--- config.mk ---
export PLATFORM = sky130hd
export DESIGN_NAME = apb_master1
export DESIGN_NICKNAME = d
export VERILOG_FILES = /design/src/rtl/apb_pkg.sv /design/src/rtl/apb_master1_timeout.sv /design/src/rtl/apb_master1.sv
export SDC_FILE = /design/constraint.sdc
export NUM_CORES = 1
export LEC_CHECK = 0
export CORE_ASPECT_RATIO = 1.4
export CORE_MARGIN = 5
export CORE_UTILIZATION = 38
export DETAILED_ROUTE_END_ITERATION = 16
export PLACE_DENSITY_LB_ADDON = 0.2
export SYNTH_ARGS = -nofsm -noshare
export SYNTH_HDL_FRONTEND = slang
export SYNTH_HIERARCHICAL = 1
export SYNTH_SLANG_ARGS = --single-unit
export TNS_END_PERCENT = 5
--- constraint.sdc ---
create_clock -name clk -period 1.8 [get_ports clk]
set_input_delay 0.27 -clock clk [delete_from_list [all_inputs] [get_ports clk]]
set_output_delay 0.27 -clock clk [all_outputs]
set_load 0.01 [all_outputs]
--- src/rtl/apb_pkg.sv ---
`default_nettype none
// ============================================================================
//  Module      : apb_pkg
//  Description : Shared APB definitions: FSM state encoding for the APB
//                requester and the default bus widths used by the APB
//                memory slaves on the same bus.
//  Revision    : 1.0  initial release
// ============================================================================
package apb_pkg;

    // Default bus widths shared with the 8-bit address / 8-bit data slaves
    localparam int APB_DATA_WIDTH = 8;
    localparam int APB_ADDR_WIDTH = 8;

    // Requester FSM state encoding
    localparam logic [1:0] IDLE   = 2'd0;
    localparam logic [1:0] SETUP  = 2'd1;
    localparam logic [1:0] ACCESS = 2'd2;

    typedef enum logic [1:0] {
        ST_IDLE   = IDLE,
        ST_SETUP  = SETUP,
        ST_ACCESS = ACCESS
    } state_t;

endpackage : apb_pkg
`default_nettype wire

--- src/rtl/apb_master1_timeout.sv ---
`default_nettype none
// ============================================================================
//  Module      : apb_master1_timeout
//  Description : ACCESS-phase wait-state counter. Armed by start (asserted in
//                SETUP), it counts ACCESS cycles with pready low and flags
//                expired in the ACCESS cycle where the count reaches
//                TIMEOUT_CYCLES while pready is still low. A pready in that
//                same cycle suppresses expired, so a late ready still wins.
//  Ports       : clk, rst     - clock, synchronous active-high reset
//                start        - high in SETUP; clears and arms the counter
//                pready       - APB ready from the slave
//                expired      - abort request for the current ACCESS cycle
//  Revision    : 1.0  initial release
// ============================================================================
module apb_master1_timeout #(
    parameter int TIMEOUT_CYCLES = 16
) (
    input  logic clk,
    input  logic rst,
    input  logic start,
    input  logic pready,
    output logic expired
);

    localparam int CNT_W = $clog2(TIMEOUT_CYCLES + 1);

    logic [CNT_W-1:0] r_count;
    logic             r_active;   // high while the transfer is in ACCESS

    // This cycle's wait would bring the count up to the limit
    assign expired = r_active && !pready &&
                     (r_count == CNT_W'(TIMEOUT_CYCLES - 1));

    always_ff @(posedge clk) begin
        if (rst) begin
            r_active <= 1'b0;
            r_count  <= '0;
        end else if (start) begin
            r_active <= 1'b1;
            r_count  <= '0;
        end else if (r_active) begin
            if (pready || expired) begin
                r_active <= 1'b0;
            end else begin
                r_count <= r_count + CNT_W'(1);
            end
        end
    end

endmodule : apb_master1_timeout
`default_nettype wire

--- src/rtl/apb_master1.sv ---
`default_nettype none
// ============================================================================
//  Module      : apb_master1
//  Description : APB requester. Turns a valid/ready command into an APB
//                SETUP/ACCESS transfer and reports completion on a one-cycle
//                rsp_valid strobe with read data and error status.
//                Optional ACCESS timeout: define APB_MASTER1_TIMEOUT_EN.
//  Ports       : clk, rst                       - clock, sync active-high reset
//                cmd_valid/cmd_ready            - command handshake
//                cmd_write/cmd_addr/cmd_wdata   - command payload
//                rsp_valid/rsp_rdata/rsp_err    - completion strobe and status
//                psel/penable/pwrite/paddr/pwdata - APB request side
//                prdata/pready/pslverr          - APB completion side
//  Revision    : 1.0  initial release
// ============================================================================
module apb_master1
    import apb_pkg::*;
#(
    parameter int DATA_WIDTH     = APB_DATA_WIDTH,
    parameter int ADDR_WIDTH     = APB_ADDR_WIDTH,
    parameter int TIMEOUT_CYCLES = 16
) (
    input  logic                  clk,
    input  logic                  rst,
    // Command port
    input  logic                  cmd_valid,
    output logic                  cmd_ready,
    input  logic                  cmd_write,
    input  logic [ADDR_WIDTH-1:0] cmd_addr,
    input  logic [DATA_WIDTH-1:0] cmd_wdata,
    // Response port
    output logic                  rsp_valid,
    output logic [DATA_WIDTH-1:0] rsp_rdata,
    output logic                  rsp_err,
    // APB
    output logic                  psel,
    output logic                  penable,
    output logic                  pwrite,
    output logic [ADDR_WIDTH-1:0] paddr,
    output logic [DATA_WIDTH-1:0] pwdata,
    input  logic [DATA_WIDTH-1:0] prdata,
    input  logic                  pready,
    input  logic                  pslverr
);

    state_t r_state;
    state_t w_next_state;
    logic   w_expired;
    logic   w_done;

`ifdef APB_MASTER1_TIMEOUT_EN
    apb_master1_timeout #(
        .TIMEOUT_CYCLES (TIMEOUT_CYCLES)
    ) u_timeout (
        .clk     (clk),
        .rst     (rst),
        .start   (r_state == ST_SETUP),
        .pready  (pready),
        .expired (w_expired)
    );
`else
    // No timeout hardware: ACCESS waits for pready indefinitely. The
    // comparison is constant false for any legal TIMEOUT_CYCLES.
    assign w_expired = (TIMEOUT_CYCLES < 0);
`endif

    // Transfer finishes this cycle: slave ready, or the wait limit ran out
    assign w_done = (r_state == ST_ACCESS) && (pready || w_expired);

    // Next state and bus control
    always_comb begin
        w_next_state = r_state;
        psel         = 1'b0;
        penable      = 1'b0;
        cmd_ready    = 1'b0;
        case (r_state)
            ST_IDLE: begin
                cmd_ready = 1'b1;
                if (cmd_valid) begin
                    w_next_state = ST_SETUP;
                end
            end
            ST_SETUP: begin
                psel         = 1'b1;
                w_next_state = ST_ACCESS;
            end
            ST_ACCESS: begin
                psel    = 1'b1;
                penable = 1'b1;
                if (w_done) begin
                    w_next_state = ST_IDLE;
                end
            end
            default: begin
                w_next_state = ST_IDLE;
            end
        endcase
    end

    always_ff @(posedge clk) begin
        if (rst) begin
            r_state   <= ST_IDLE;
            pwrite    <= 1'b0;
            paddr     <= '0;
            pwdata    <= '0;
            rsp_valid <= 1'b0;
            rsp_err   <= 1'b0;
            rsp_rdata <= '0;
        end else begin
            r_state <= w_next_state;

            // Command is sampled only on the handshake edge; the APB
            // request fields then hold until the next accepted command.
            if (r_state == ST_IDLE && cmd_valid) begin
                pwrite <= cmd_write;
                paddr  <= cmd_addr;
                pwdata <= cmd_wdata;
            end

            rsp_valid <= w_done;
            // A timeout reports an error; otherwise pslverr qualified by pready
            rsp_err   <= w_done && (pready ? pslverr : 1'b1);

            // Read data is captured only on a real read completion
            if (r_state == ST_ACCESS && pready && !pwrite) begin
                rsp_rdata <= prdata;
            end
        end
    end

endmodule : apb_master1
`default_nettype wire

**Run 1: the clock network**

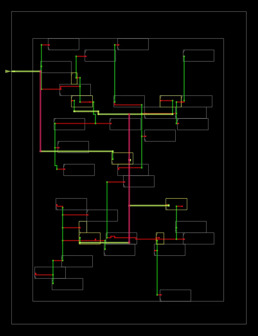
clock sink count: 29
clk pwr: 503 uW
clock tree skew after final layout: 0.00416 ns

**Run 1: logic cells by family**

(4 px per micron)
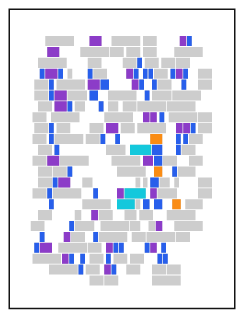
AND and OR gates -> orange  # cells 3, most used and2_1
inverting AOI/OAI gates -> purple  # cells 28, most used a21oi_1
NAND gates -> blue  # cells 56, most used nand2_1
adder and majority cells -> cyan  # cells 3, most used ha_2

**Run 1: ports around the boundary**

(4 px per micron) Pins as bars across the die edge, other pins in gray.
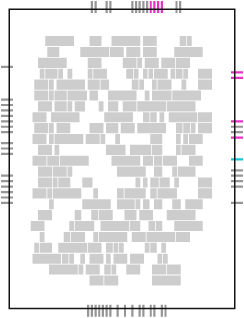
`pready` -> cyan  # pins 1, direction input, edge east
`rsp_rdata` -> magenta  # pins 8, direction output, edge 4 north, 4 east

==> reports/metrics.cfg, run 1 <==
[layout]
nMultiInputCombCells = 92
drive_above_1_share_pct = 13.3
buffer_area_share_pct = 34.2
num-nonclk-buffers = 63
final_net_count = 227
final_util_pct = 64.2
synthToLayoutAreaGrowth_pct = 62.3
n_all_inverters = 3

[synthesis]
top_logic_kind = simple AND/OR/NAND/NOR gates
post_synth_main_area_contributors = sky130_fd_sc_hd__dfxtp_1 52%, sky130_fd_sc_hd__nand2_1 16%, sky130_fd_sc_hd__a21oi_2 7.8%, sky130_fd_sc_hd__a21oi_1 7.6%, sky130_fd_sc_hd__ha_1 3.3%
synth-warning-count = 6
yosysCellCount = 131

[final_timing]
layout_min_cycle_time_ns = 1.56
finalSetupViolations = 0
rsz0062_at_grt = no
final-hold-violation-count = 0

[worst_hold_path]
timing.hold.worst.class = register to register
worstHoldPathCells = 2

[floorplanning]
i_o_pin_cnt = 60
die.size.y_microns = 74.4

[route]
remaining_drc_errors = 0
num_vias = 1106
avgViaCountPerCell = 4.77
met3_wirelength_microns = 233
wl_met1_microns = 1010

[setup_path]
crit_type = register to primary output
critical_path.n_buffers_inverters = 2
critical-path-top-delay-family = flip-flops
critPathLaunchType = register

[grt]
grt_usage_pct = 15.7
grt.met3_usage_pct = 6.94
antenna_found_initial = 0

[outcome]
outcome = completed

[power_and_ir_drop]
cellPowerDensity_nw_per_um2 = 823

[clocking]
worstSkewPairLatency_ns = 0.28
ctsLongestPathBuffers = 2
root_driver = sky130_fd_sc_hd__clkbuf_8

[placed_design]
gp_congestion = 0.683

-- run 1: path summary, 6_finish.rpt --
kind | from | to | slack [ns]
max | r_state[0] | psel | 0.24
min | paddr[0] | paddr[0] | 0.45
max reg2reg | r_state[0] | pwdata[6] | 0.51
min reg2reg | paddr[0] | paddr[0] | 0.45
-- run 1: through the flow --
stage / power (mW) / area, sq um / hold slack [ns] / cells / worst slack [ns]
2_1_floorplan: 0.860 / 1130 / 0.391 / 131 / 0.495
3_3_place_gp: 1.01 / 1740 / 0.440 / 224 / 0.324
3_5_place_dp: 1.02 / 1740 / 0.449 / 224 / 0.285
4_1_cts: 1.53 / 1820 / 0.455 / 232 / 0.0199
5_1_grt: 1.58 / 1830 / 0.471 / 232 / 0.177
6_report: 1.50 / 1830 / 0.453 / 232 / 0.236
-- run 1: synth_stat cells --
cell	instances
sky130_fd_sc_hd__a211oi_1	1
sky130_fd_sc_hd__a21o_1	1
sky130_fd_sc_hd__a21oi_1	17
sky130_fd_sc_hd__a21oi_2	10
sky130_fd_sc_hd__and2_1	2
sky130_fd_sc_hd__and3b_1	1
sky130_fd_sc_hd__buf_12	1
sky130_fd_sc_hd__buf_2	5
sky130_fd_sc_hd__buf_6	1
sky130_fd_sc_hd__dfxtp_1	29
sky130_fd_sc_hd__ha_1	3
sky130_fd_sc_hd__inv_1	3
sky130_fd_sc_hd__nand2_1	49
sky130_fd_sc_hd__nand2_2	3
sky130_fd_sc_hd__nand2b_1	2
sky130_fd_sc_hd__nand3_1	1
sky130_fd_sc_hd__nand3b_1	1
sky130_fd_sc_hd__nor2_1	1
-- run 1: where the power goes --
group / switching [mW] / internal [mW]
Clock: 0.236 / 0.267
Sequential: 0.0193 / 0.679
Combinational: 0.136 / 0.166
Total: 0.391 / 1.11
**Run 1: wiring by layer**

(4 px per micron) Only two layers are drawn.
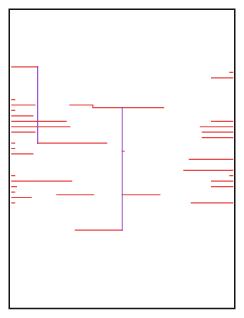

==> run 2, diff against run 1 <==
--- a/config.mk
+++ b/config.mk
@@ -6,9 +6,10 @@
 export NUM_CORES = 1
 export LEC_CHECK = 0
 export CORE_ASPECT_RATIO = 1.4
-export CORE_MARGIN = 5
+export CORE_MARGIN = 8
 export CORE_UTILIZATION = 38
 export DETAILED_ROUTE_END_ITERATION = 16
+export GPL_TIMING_DRIVEN = 0
 export PLACE_DENSITY_LB_ADDON = 0.2
 export SYNTH_ARGS = -nofsm -noshare
 export SYNTH_HDL_FRONTEND = slang
**Run 2: wiring by layer**

(3 px per micron) Only two layers are drawn.
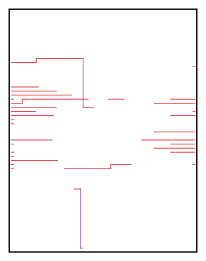
met4 -> purple  # wire length 36.0 microns
met3 -> red  # wire length 295 microns

==> reports/metrics.cfg, run 2 <==
[outcome]
outcome = completed

[setup_path]
crit_arrival_ns = 1.30
worst_r2r_endpoint = pwdata[0]
setup.worst_path.end = psel
critical_path.reg2reg.startpoint = r_state[1]
r2r_cells = 6
reg2reg_setup_slack_ns = 0.44  ; -0.07 ns
path_cells = inv_1, ha_2, dlygate4sd2_1
critPathLaunchType = register
max_stage_delay_ns = 0.35
startpoint = r_state[1]
crit_type = register to primary output

[floorplanning]
i_o_pin_cnt = 60  ; unchanged
die.size.y_microns = 80.4  ; +8.1%
die_area_sq_um = 4990

[power_and_ir_drop]
leakage_nw = 0.717
cellPowerDensity_nw_per_um2 = 904  ; +9.9%
p_sw_uw = 389  ; -0.47%
combinationalPowerShare_pct = 18.6  ; -1.5 points
internal_power_mw = 1.31  ; +17%
clock_network_power_share_pct = 40.2  ; +6.8 points
power_switching_share_pct = 23.0  ; -3.0 points
seq_power_share_pct = 41.2  ; -5.3 points

[placed_design]
post-place-cells = 226  ; +0.89%
gp_congestion = 0.730  ; +6.9%

[final_timing]
final_min_period_over_clock_period_pct = 87.2
final-hold-violation-count = 0  ; unchanged
layout_min_cycle_time_ns = 1.57  ; +0.00574 ns
rsz0062_at_grt = no
fmax_mhz = 637
tightestPinTransition_ns = 0.324
finalSetupViolations = 0  ; unchanged
fin_worst_skew_ns = 0.00608  ; +0.00192 ns

[layout]
final_net_count = 229  ; +0.88%
drive_above_1_share_pct = 14.2  ; +0.88 points
nFillCells = 240
synthToLayoutAreaGrowth_pct = 66.6
layout.cells.most_common = sky130_fd_sc_hd__clkdlybuf4s50_1
most_used_cells_in_the_layout_excluding_fill_and_tap_cells = 55 x sky130_fd_sc_hd__clkdlybuf4s50_1, 49 x sky130_fd_sc_hd__nand2_1, 29 x sky130_fd_sc_hd__dfxtp_1
final_cell_count_no_fill = 234  ; +0.86%
largest_registers_ranked_by_flip_flop_count = paddr x8, pwdata x8, rsp_rdata x8

[clocking]
htree_levels = 2
clock_sinks = 29  ; unchanged
postCtsResizedCells = 2
cts_made_buffers = 5
ctsLongestPathBuffers = 2  ; unchanged
root_driver = sky130_fd_sc_hd__clkbuf_8
post_cts_hold_buffer_count = 0
worstSkewPairLatency_ns = 0.27  ; about the same
cts.clk_slew.worst_paths_ns = 0.06

[worst_hold_path]
hold_path_startpoint = rst
hold_path_sink = pwdata[6]
worstHoldPathCells = 2  ; unchanged
timing.hold.worst.class = input pin to register

[grt]
antenna_found_initial = 0  ; unchanged
grt_usage_pct = 13.5  ; -2.2 points
first_global_vias = 1087
pin_count_of_the_biggest_net_entering_global_routing = 11

[synthesis]
synthCells = 131
synthDominantAreaCellType = sky130_fd_sc_hd__dfxtp_1
synth_sequential_area_ratio_pct = 51.6
async_reset_ff_share_pct = 0  ; unchanged
synth_nets = 164
synthTopCellsByCount = 49 x sky130_fd_sc_hd__nand2_1, 29 x sky130_fd_sc_hd__dfxtp_1, 17 x sky130_fd_sc_hd__a21oi_1, 10 x sky130_fd_sc_hd__a21oi_2, 5 x sky130_fd_sc_hd__buf_2
yosys.cell_count.top_type = sky130_fd_sc_hd__nand2_1
post_synth_main_area_contributors = sky130_fd_sc_hd__dfxtp_1 52%, sky130_fd_sc_hd__nand2_1 16%, sky130_fd_sc_hd__a21oi_2 7.8%, sky130_fd_sc_hd__a21oi_1 7.6%, sky130_fd_sc_hd__ha_1 3.3%
synth-warning-count = 6  ; unchanged
yosysCellCount = 131  ; unchanged
syn_area_per_cell_sq_um = 8.60
synth-edff-count = 0  ; unchanged
top_area_share_pct = 51.6
flip_flop_cell_with_the_highest_count_after_synthesis = sky130_fd_sc_hd__dfxtp_1

[job]
max_cap_viol_count = 0
tool_warnings = 28

[route]
remaining_drc_errors = 0  ; unchanged
avgViaCountPerCell = 4.62  ; -3.0%
num_vias = 1082  ; -2.2%
postRouteAntennaNets = 0
totalWireLength_microns = 3200

-- run 2: through the flow --
step | hold slack (ns) | power, mW | cell area, sq um | setup WS (ns) | utilization, %
2_1_floorplan | 0.391 | 0.860 | 1130 | 0.495 | -
3_3_place_gp | 0.441 | 1.02 | 1750 | 0.314 | 61.5
3_5_place_dp | 0.447 | 1.04 | 1750 | 0.303 | 61.5
4_1_cts | 0.288 | 1.72 | 1870 | 0.0324 | 65.7
5_1_grt | 0.312 | 1.78 | 1880 | 0.184 | 65.8
6_report | 0.295 | 1.70 | 1880 | 0.231 | 65.8
-- run 2: critical path, delay by kind of cell (launching register included) --
kind	cells	cell delay, ns
flip-flops	1	0.35
adder cells (fa/ha/maj)	1	0.31
buffers and inverters	2	0.36
-- run 2: routing by layer --
layer  wire length [microns]  track usage [%]
met5                       0                0
met4                      36             5.49
met3                     294             8.31
met2                    1720             22.4
met1                    1150             12.9
-- run 2: area by class of cell --
cell class	count	area, sq um	area share, %
Buffer	7	56.3	3.00
Clock buffer	7	86.3	4.60
Clock inverter	1	30.0	1.60
Inverter	3	11.3	0.600
Multi-Input combinational cell	92	480	25.6
Sequential cell	29	581	31.0
Tap cell	37	46.3	2.47
Timing Repair Buffer	58	584	31.2
-- run 2: cells by family after synthesis --
group	synth area share [%]
DFF	51.6
AOI/OAI and AO/OA	16.7
and+or+nand+nor	22.4
adders and majority gates	3.33
buffers and inverters	6.00
-- run 2: power groups by stage --
stage / clock (mW) / sequential [mW] / combinational [mW]
floorplan: 0 / 0.727 / 0.133
global placement: 0 / 0.710 / 0.314
global route: 0.731 / 0.703 / 0.346
detailed placement: 0 / 0.713 / 0.323
CTS: 0.699 / 0.698 / 0.323
finish: 0.681 / 0.699 / 0.316
Power figures rest on the tool's default switching activity, not on a simulated workload.
